### src/rtl/pipeline_run_ctrl_pkg.sv
// Shared types and constants for the pipeline run-control sequencer.
package pipeline_run_ctrl_pkg;

    // Sequencer states; the encodings are visible on o_State.
    typedef enum logic [1:0] {
        ST_INIT = 2'd0,
        ST_HALT = 2'd1,
        ST_STEP = 2'd2,
        ST_RUN  = 2'd3
    } state_t;

    // Pipeline register indices within o_EN / o_Clr.
    localparam int unsigned STG_FD = 0;  // IF/ID
    localparam int unsigned STG_DE = 1;  // ID/EX
    localparam int unsigned STG_EM = 2;  // EX/MEM
    localparam int unsigned STG_MW = 3;  // MEM/WB

endpackage

### src/rtl/pipeline_run_ctrl_if.sv
// Control bundle between the debouncers/hazard unit and the run-control
// sequencer, plus the per-stage enables/clears it produces.
interface pipeline_run_ctrl_if #(
    parameter int unsigned STAGES = 4,
    parameter int unsigned CNT_W  = 32
);
    logic              i_RunTgl;
    logic              i_Step;
    logic              i_Halt;
    logic              i_Stall;
    logic              i_FlushD;
    logic              i_FlushE;
    logic [STAGES-1:0] o_EN;
    logic [STAGES-1:0] o_Clr;
    logic              o_PcEN;
    logic [1:0]        o_State;
    logic [CNT_W-1:0]  o_CycleCnt;

    // Operator/hazard side: drives requests, observes controls.
    modport master (
        output i_RunTgl, i_Step, i_Halt, i_Stall, i_FlushD, i_FlushE,
        input  o_EN, o_Clr, o_PcEN, o_State, o_CycleCnt
    );

    // Sequencer side.
    modport slave (
        input  i_RunTgl, i_Step, i_Halt, i_Stall, i_FlushD, i_FlushE,
        output o_EN, o_Clr, o_PcEN, o_State, o_CycleCnt
    );
endinterface

### src/rtl/pipeline_run_ctrl.sv
// Run-control sequencer for the pipeline register chain: flushes the pipe
// after reset, then free-runs or single-steps, merging hazard stall/flush
// into the per-stage enable/clear controls and the PC enable.
module pipeline_run_ctrl
    import pipeline_run_ctrl_pkg::*;
#(
    parameter int unsigned STAGES = 4,
    parameter int unsigned CNT_W  = 32
) (
    input  logic              clk,
    input  logic              rst,
    pipeline_run_ctrl_if.slave bus
);

    localparam int unsigned            ICNT_W    = $clog2(STAGES) + 1;
    localparam logic [ICNT_W-1:0]      INIT_LAST = ICNT_W'(STAGES - 1);

    // The IF/ID and ID/EX slots are addressed explicitly below.
    if (STAGES < 2) begin : g_stages_chk
        $error("pipeline_run_ctrl: STAGES must be at least 2");
    end

    state_t            state;
    state_t            state_nxt;
    logic [ICNT_W-1:0] init_cnt;
    logic [CNT_W-1:0]  cycle_cnt;
    logic              advance;
    logic [STAGES-1:0] en;
    logic [STAGES-1:0] clr;
    logic              pc_en;

    // State register.
    always_ff @(posedge clk or posedge rst) begin
        if (rst) begin
            state <= ST_INIT;
        end else begin
            state <= state_nxt;
        end
    end

    // Flush-length counter (INIT only) and advance-cycle counter.
    always_ff @(posedge clk or posedge rst) begin
        if (rst) begin
            init_cnt  <= '0;
            cycle_cnt <= '0;
        end else begin
            if (state == ST_INIT) begin
                init_cnt <= init_cnt + ICNT_W'(1);
            end
            if (advance) begin
                cycle_cnt <= cycle_cnt + CNT_W'(1);
            end
        end
    end

    // Next-state selection; run toggle outranks step and halt request.
    always_comb begin
        state_nxt = state;
        case (state)
            ST_INIT: begin
                if (init_cnt == INIT_LAST) begin
                    state_nxt = ST_HALT;
                end
            end
            ST_HALT: begin
                if (bus.i_RunTgl) begin
                    state_nxt = ST_RUN;
                end else if (bus.i_Step) begin
                    state_nxt = ST_STEP;
                end
            end
            ST_STEP: begin
                state_nxt = ST_HALT;
            end
            ST_RUN: begin
                if (bus.i_RunTgl || bus.i_Halt) begin
                    state_nxt = ST_HALT;
                end
            end
            default: begin
                state_nxt = ST_INIT;
            end
        endcase
    end

    // Output decode; a stall freezes PC and IF/ID and bubbles ID/EX, and
    // because clear only acts with enable, stall dominates an IF/ID flush.
    always_comb begin
        advance = 1'b0;
        en      = '0;
        clr     = '0;
        pc_en   = 1'b0;
        case (state)
            ST_INIT: begin
                en  = '1;
                clr = '1;
            end
            ST_RUN, ST_STEP: begin
                advance     = 1'b1;
                pc_en       = ~bus.i_Stall;
                en          = '1;
                en[STG_FD]  = ~bus.i_Stall;
                clr[STG_FD] = bus.i_FlushD;
                clr[STG_DE] = bus.i_Stall | bus.i_FlushE;
            end
            default: begin
                advance = 1'b0;
            end
        endcase
    end

    assign bus.o_EN       = en;
    assign bus.o_Clr      = clr;
    assign bus.o_PcEN     = pc_en;
    assign bus.o_State    = state;
    assign bus.o_CycleCnt = cycle_cnt;

endmodule

### src/flat_wrapper.sv
// flat-port wrapper written by rule: the top's interface ports become plain ports
module pipeline_run_ctrl_flat import pipeline_run_ctrl_pkg::*;
#(
    parameter int unsigned STAGES = 4,
    parameter int unsigned CNT_W  = 32
)
  (clk, rst, bus_i_RunTgl, bus_i_Step, bus_i_Halt, bus_i_Stall, bus_i_FlushD, bus_i_FlushE, bus_o_EN, bus_o_Clr, bus_o_PcEN, bus_o_State, bus_o_CycleCnt);
  pipeline_run_ctrl_if #(.STAGES(STAGES), .CNT_W(CNT_W)) bus_i ();
  input  logic clk;
  input  logic rst;
  input wire logic [$bits(bus_i.i_RunTgl)-1:0] bus_i_RunTgl;
  input wire logic [$bits(bus_i.i_Step)-1:0] bus_i_Step;
  input wire logic [$bits(bus_i.i_Halt)-1:0] bus_i_Halt;
  input wire logic [$bits(bus_i.i_Stall)-1:0] bus_i_Stall;
  input wire logic [$bits(bus_i.i_FlushD)-1:0] bus_i_FlushD;
  input wire logic [$bits(bus_i.i_FlushE)-1:0] bus_i_FlushE;
  output wire logic [$bits(bus_i.o_EN)-1:0] bus_o_EN;
  output wire logic [$bits(bus_i.o_Clr)-1:0] bus_o_Clr;
  output wire logic [$bits(bus_i.o_PcEN)-1:0] bus_o_PcEN;
  output wire logic [$bits(bus_i.o_State)-1:0] bus_o_State;
  output wire logic [$bits(bus_i.o_CycleCnt)-1:0] bus_o_CycleCnt;
  assign bus_i.i_RunTgl = bus_i_RunTgl;
  assign bus_i.i_Step = bus_i_Step;
  assign bus_i.i_Halt = bus_i_Halt;
  assign bus_i.i_Stall = bus_i_Stall;
  assign bus_i.i_FlushD = bus_i_FlushD;
  assign bus_i.i_FlushE = bus_i_FlushE;
  assign bus_o_EN = bus_i.o_EN;
  assign bus_o_Clr = bus_i.o_Clr;
  assign bus_o_PcEN = bus_i.o_PcEN;
  assign bus_o_State = bus_i.o_State;
  assign bus_o_CycleCnt = bus_i.o_CycleCnt;
  pipeline_run_ctrl #(.STAGES(STAGES), .CNT_W(CNT_W)) u_core (.clk(clk), .rst(rst), .bus(bus_i));
endmodule
### config.mk
export PLATFORM = sky130hd
export DESIGN_NAME = pipeline_run_ctrl_flat
export DESIGN_NICKNAME = d
export VERILOG_FILES = /design/src/rtl/pipeline_run_ctrl_pkg.sv /design/src/rtl/pipeline_run_ctrl_if.sv /design/src/rtl/pipeline_run_ctrl.sv /design/src/flat_wrapper.sv
export SDC_FILE = /design/constraint.sdc
export NUM_CORES = 1
export LEC_CHECK = 0
export CORE_ASPECT_RATIO = 1.75
export CORE_MARGIN = 4
export CORE_UTILIZATION = 47
export DETAILED_ROUTE_END_ITERATION = 10
export PLACE_DENSITY = 0.79
export SLEW_MARGIN = 20
export SYNTH_ARGS = -nofsm -noshare
export SYNTH_HDL_FRONTEND = slang
export SYNTH_SLANG_ARGS = --single-unit
### constraint.sdc
create_clock -name clk -period 2.1 [get_ports clk]
set_input_delay 0.21 -clock clk [delete_from_list [all_inputs] [get_ports clk]]
set_output_delay 0.21 -clock clk [all_outputs]
set_load 0.005 [all_outputs]
==> impl_summary.log <==
[metrics] run summary
[metrics] TritonCTS clock tree: done
[metrics] R2R Path End: u_core.bus.o_CycleCnt[14]$_DFFE_PP0P_
[metrics] effective utilization at floorplan: 49.3%
[metrics] RSZ-0062 raised after global routing: no
[metrics] die boundary height: 90.0 um
[metrics] number of vias per cell after detailed routing: 5.24
[metrics] number of post-CTS setup repair buffers: 0
[metrics] Non-Clock Buffer Area Fraction: 21.9%
[metrics] number of global-route vias before repair: 1475
[metrics] met3 layer usage reported by global route: 6.29%
[metrics] Resize count post-CTS: 0
[metrics] met2 Track Usage GR: 30.1%
[metrics] main flop type after synthesis: dfrtp_1
[metrics] Final Hold Fails: 0
[metrics] final cycle utilization of the critical path: 92.9%
[metrics] setup skew after layout: 7.19 ps
[metrics] count of buffers inserted at the top-level ports: 50
[metrics] number of buffers created by CTS: 5
[metrics] Core ar.: 3660 um2
[metrics] number of synthesis warnings: 0
[metrics] standard cell with the maximum stage delay on the critical path: nor4_1
[metrics] row count: 29
[metrics] worst setup path category: register to register
[metrics] largest area contributor in the netlist: dfrtp_1
[metrics] pins over their slew limit: 0
[metrics] pwr dens: just under 900 nW/um2
[metrics] ratio of cells with drive above 1 in the final layout: 12.7%
[metrics] combinational share of cell area: 33.2%
[metrics] fa+ha+maj area frac: 2.08%
[metrics] share of synthesized cell area in and, or, nand and nor gates: between 20% and 30%
[metrics] worst setup path startpoint: u_core.bus.o_State[1]$_DFFE_PP0P_
[metrics] Post-synth seq share: 51.3%
[metrics] worst-case reg-to-reg path depth: 4
[metrics] layout buffer count excluding clock buffers: about 54
[metrics] length of the first detailed-routing pass in iterations: 4
[metrics] Worst-Margin Slew: between 400 and 500 ps
[metrics] core occupancy in the finished layout: 66.1%
[metrics] number of nets in the layout: 222
[metrics] Register Area: 926 um2
[metrics] Mapped Area: around 1800 um2
[metrics] area share of xor/xnor cells in the synthesized design: 15.5%
[metrics] count of final setup violators: 0
[metrics] DRC marker count from the first detailed-route iteration: 22
[metrics] count of buffer and inverter cells on the critical path: 0
[metrics] number of non-clock inverters in the layout: 6
[metrics] Ant. Diodes: 0
[metrics] cell types with the largest area share after synthesis: dfrtp_1, xor2_1, xnor2_1
[metrics] Worst EP required: 2300 ps
[metrics] total negative setup slack: 0 ps
[metrics] clk tree area frac: 3.41%
[metrics] worst setup timing slack at the placement stage: 123 ps
[metrics] maximum clock frequency: 513 MHz
[metrics] area of the synthesized netlist per yosys stat: around 1800 um2
[metrics] number of routed nets with antenna violations: 0
[metrics] commonest cells in the synthesized netlist: dfrtp_1, xor2_1, xnor2_1
[metrics] antenna violations before repair: 0
[metrics] aoi/oai-family share of the synthesized area: 2.22%
[metrics] FILL cells: 288
[metrics] Leakage: 0.00109 uW
[metrics] number of warnings the tools reported: 26
[metrics] CP delay by family, top: simple AND/OR/NAND/NOR gates
[metrics] nature of the critical path startpoint: register
[metrics] most frequent logic cells in the routed design: clkdlybuf4s50_1, dfrtp_1, xor2_1
[metrics] Worst Hold Class: input pin to asynchronous set/reset pin
[metrics] Crit path largest cell delay: 550 ps
[metrics] routability-driven placement congestion ratio: 0.689
[metrics] CTS Hold Bufs: 0
[metrics] die outline area: 4940 um2
[metrics] register share of the cell area: 38.2%
[metrics] Met2 Wirelength: 2160 um
[metrics] Commonest Layout Cell: clkdlybuf4s50_1
[metrics] maximum VDD drop: a little over 600 uV
[metrics] dominant non-sequential cell family after synthesis: simple AND/OR/NAND/NOR gates
[metrics] area post-placement: about 2300 um2
[metrics] ports placed on the boundary: 51
[metrics] cell kind with the greatest summed area: sequential cells
[metrics] critical path capture point type: register
[metrics] number of distinct standard cells referenced by the synthesized netlist: 31
[metrics] Detail Placement HPWL: 2990 um
[metrics] outcome: complete, no violations
[metrics] Non-Filler Instances: around 260
[metrics] met1 usage in global routing: 21.5%
[metrics] finished layout cell area: roughly 2400 um2
[metrics] number of multi-input logic gates: 107
[metrics] highest signal layer in the routed design: met4
[metrics] relative max-transition margin: 68.0%
[metrics] least setup slack across all paths after layout: 149 ps
[metrics] number of synthesized flops with an enable pin: 0
-- worst reg2reg max path, stage by stage (launching register included) --
cell and delay, ps:
dfrtp_1 500, and4_1 310, nand2_1 310, nor4_1 550, xor2_1 210
-- report_power, final --
part | switching (uW) | internal, uW | total [uW] | leakage, uW
Combinational | 270 | 457 | 728 | 0.000551
Sequential | 138 | 821 | 959 | 0.000492
Clock | 253 | 230 | 483 | 0.0000450
Total | 661 | 1510 | 2170 | 0.00109
-- cell families (layout without fill, tap and decap cells) --
family                   Yosys count  after routing
AND/OR/NAND/NOR                   63             63
AND-OR/OR-AND                      6              6
buffers and inverters             13             68
multiplexers                       3              3
XOR/XNOR                          32             32
flip-flops                        37             37
adder cells (fa/ha/maj)            3              3
Fig. 1: cell area per tile
Scale: 6 px per um. 5 x 9 tiles, from white (low) to dark blue (high), 0 to 100% covered.
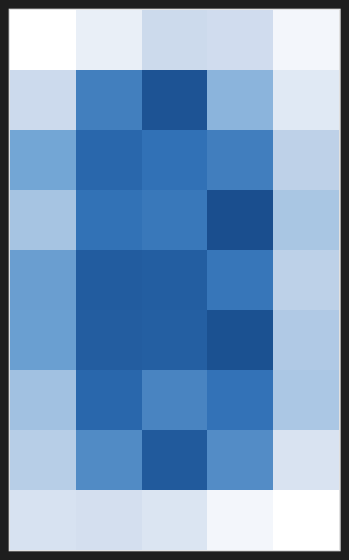
The fullest tile reaches 88%. The densest ninth of the die: center. 22% of the tiles are over 75% full.

Fig. 2: sequential cells grouped by signal name
Scale: 6 px per um.
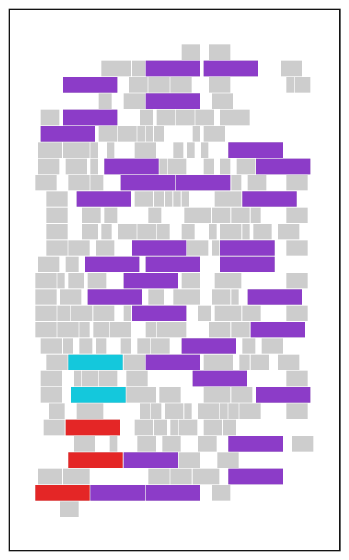
Key: u_core.init_cnt = red [flops 3]; u_core.bus.o_State = cyan [flops 2]; u_core.bus.o_CycleCnt = purple [flops 32]

Fig. 3: floorplan with the power grid
Scale: 6 px per um. Pins as bars on the die edge. Tap cells in gray.
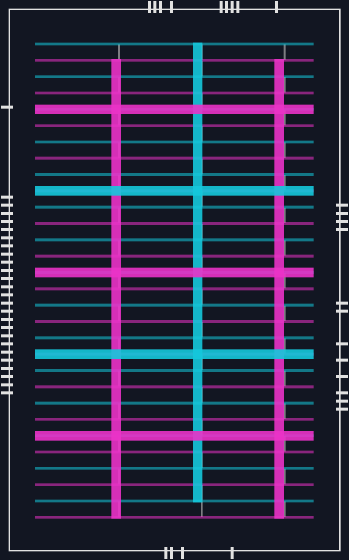
Key: VDD = cyan; VSS = magenta
51 signal pins sit on the boundary. 30 met1 rails follow the rows. 5 straps on met5. 46 tap cells. 3 straps on met4.

Fig. 4: signal wires by layer
Scale: 6 px per um.
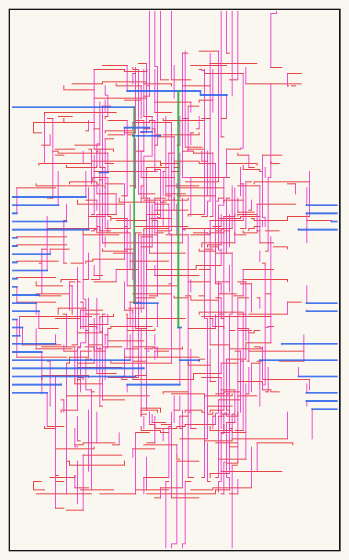
Key: M1 = red [wire length 1510 um]; M4 = green [wire length 72.1 um]; M2 = magenta [wire length 2160 um]; M3 = blue [wire length 296 um]
global-route usage over all layers: 18.7%
overall via count from detail_route: 1351
wirelength, routed: 4040 um

Fig. 5: clock routing
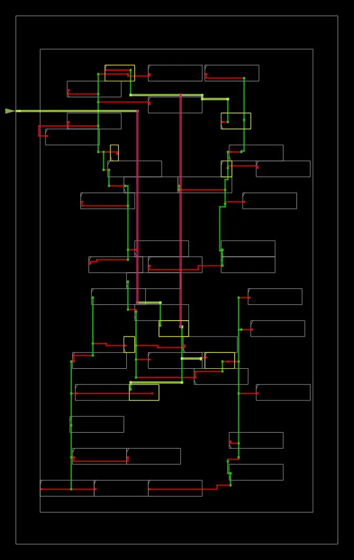
number of clock-tree buffers in the layout: 6
number of flip-flops and latches: 37

No activity file was given, so power comes from the tool's default toggle rates.
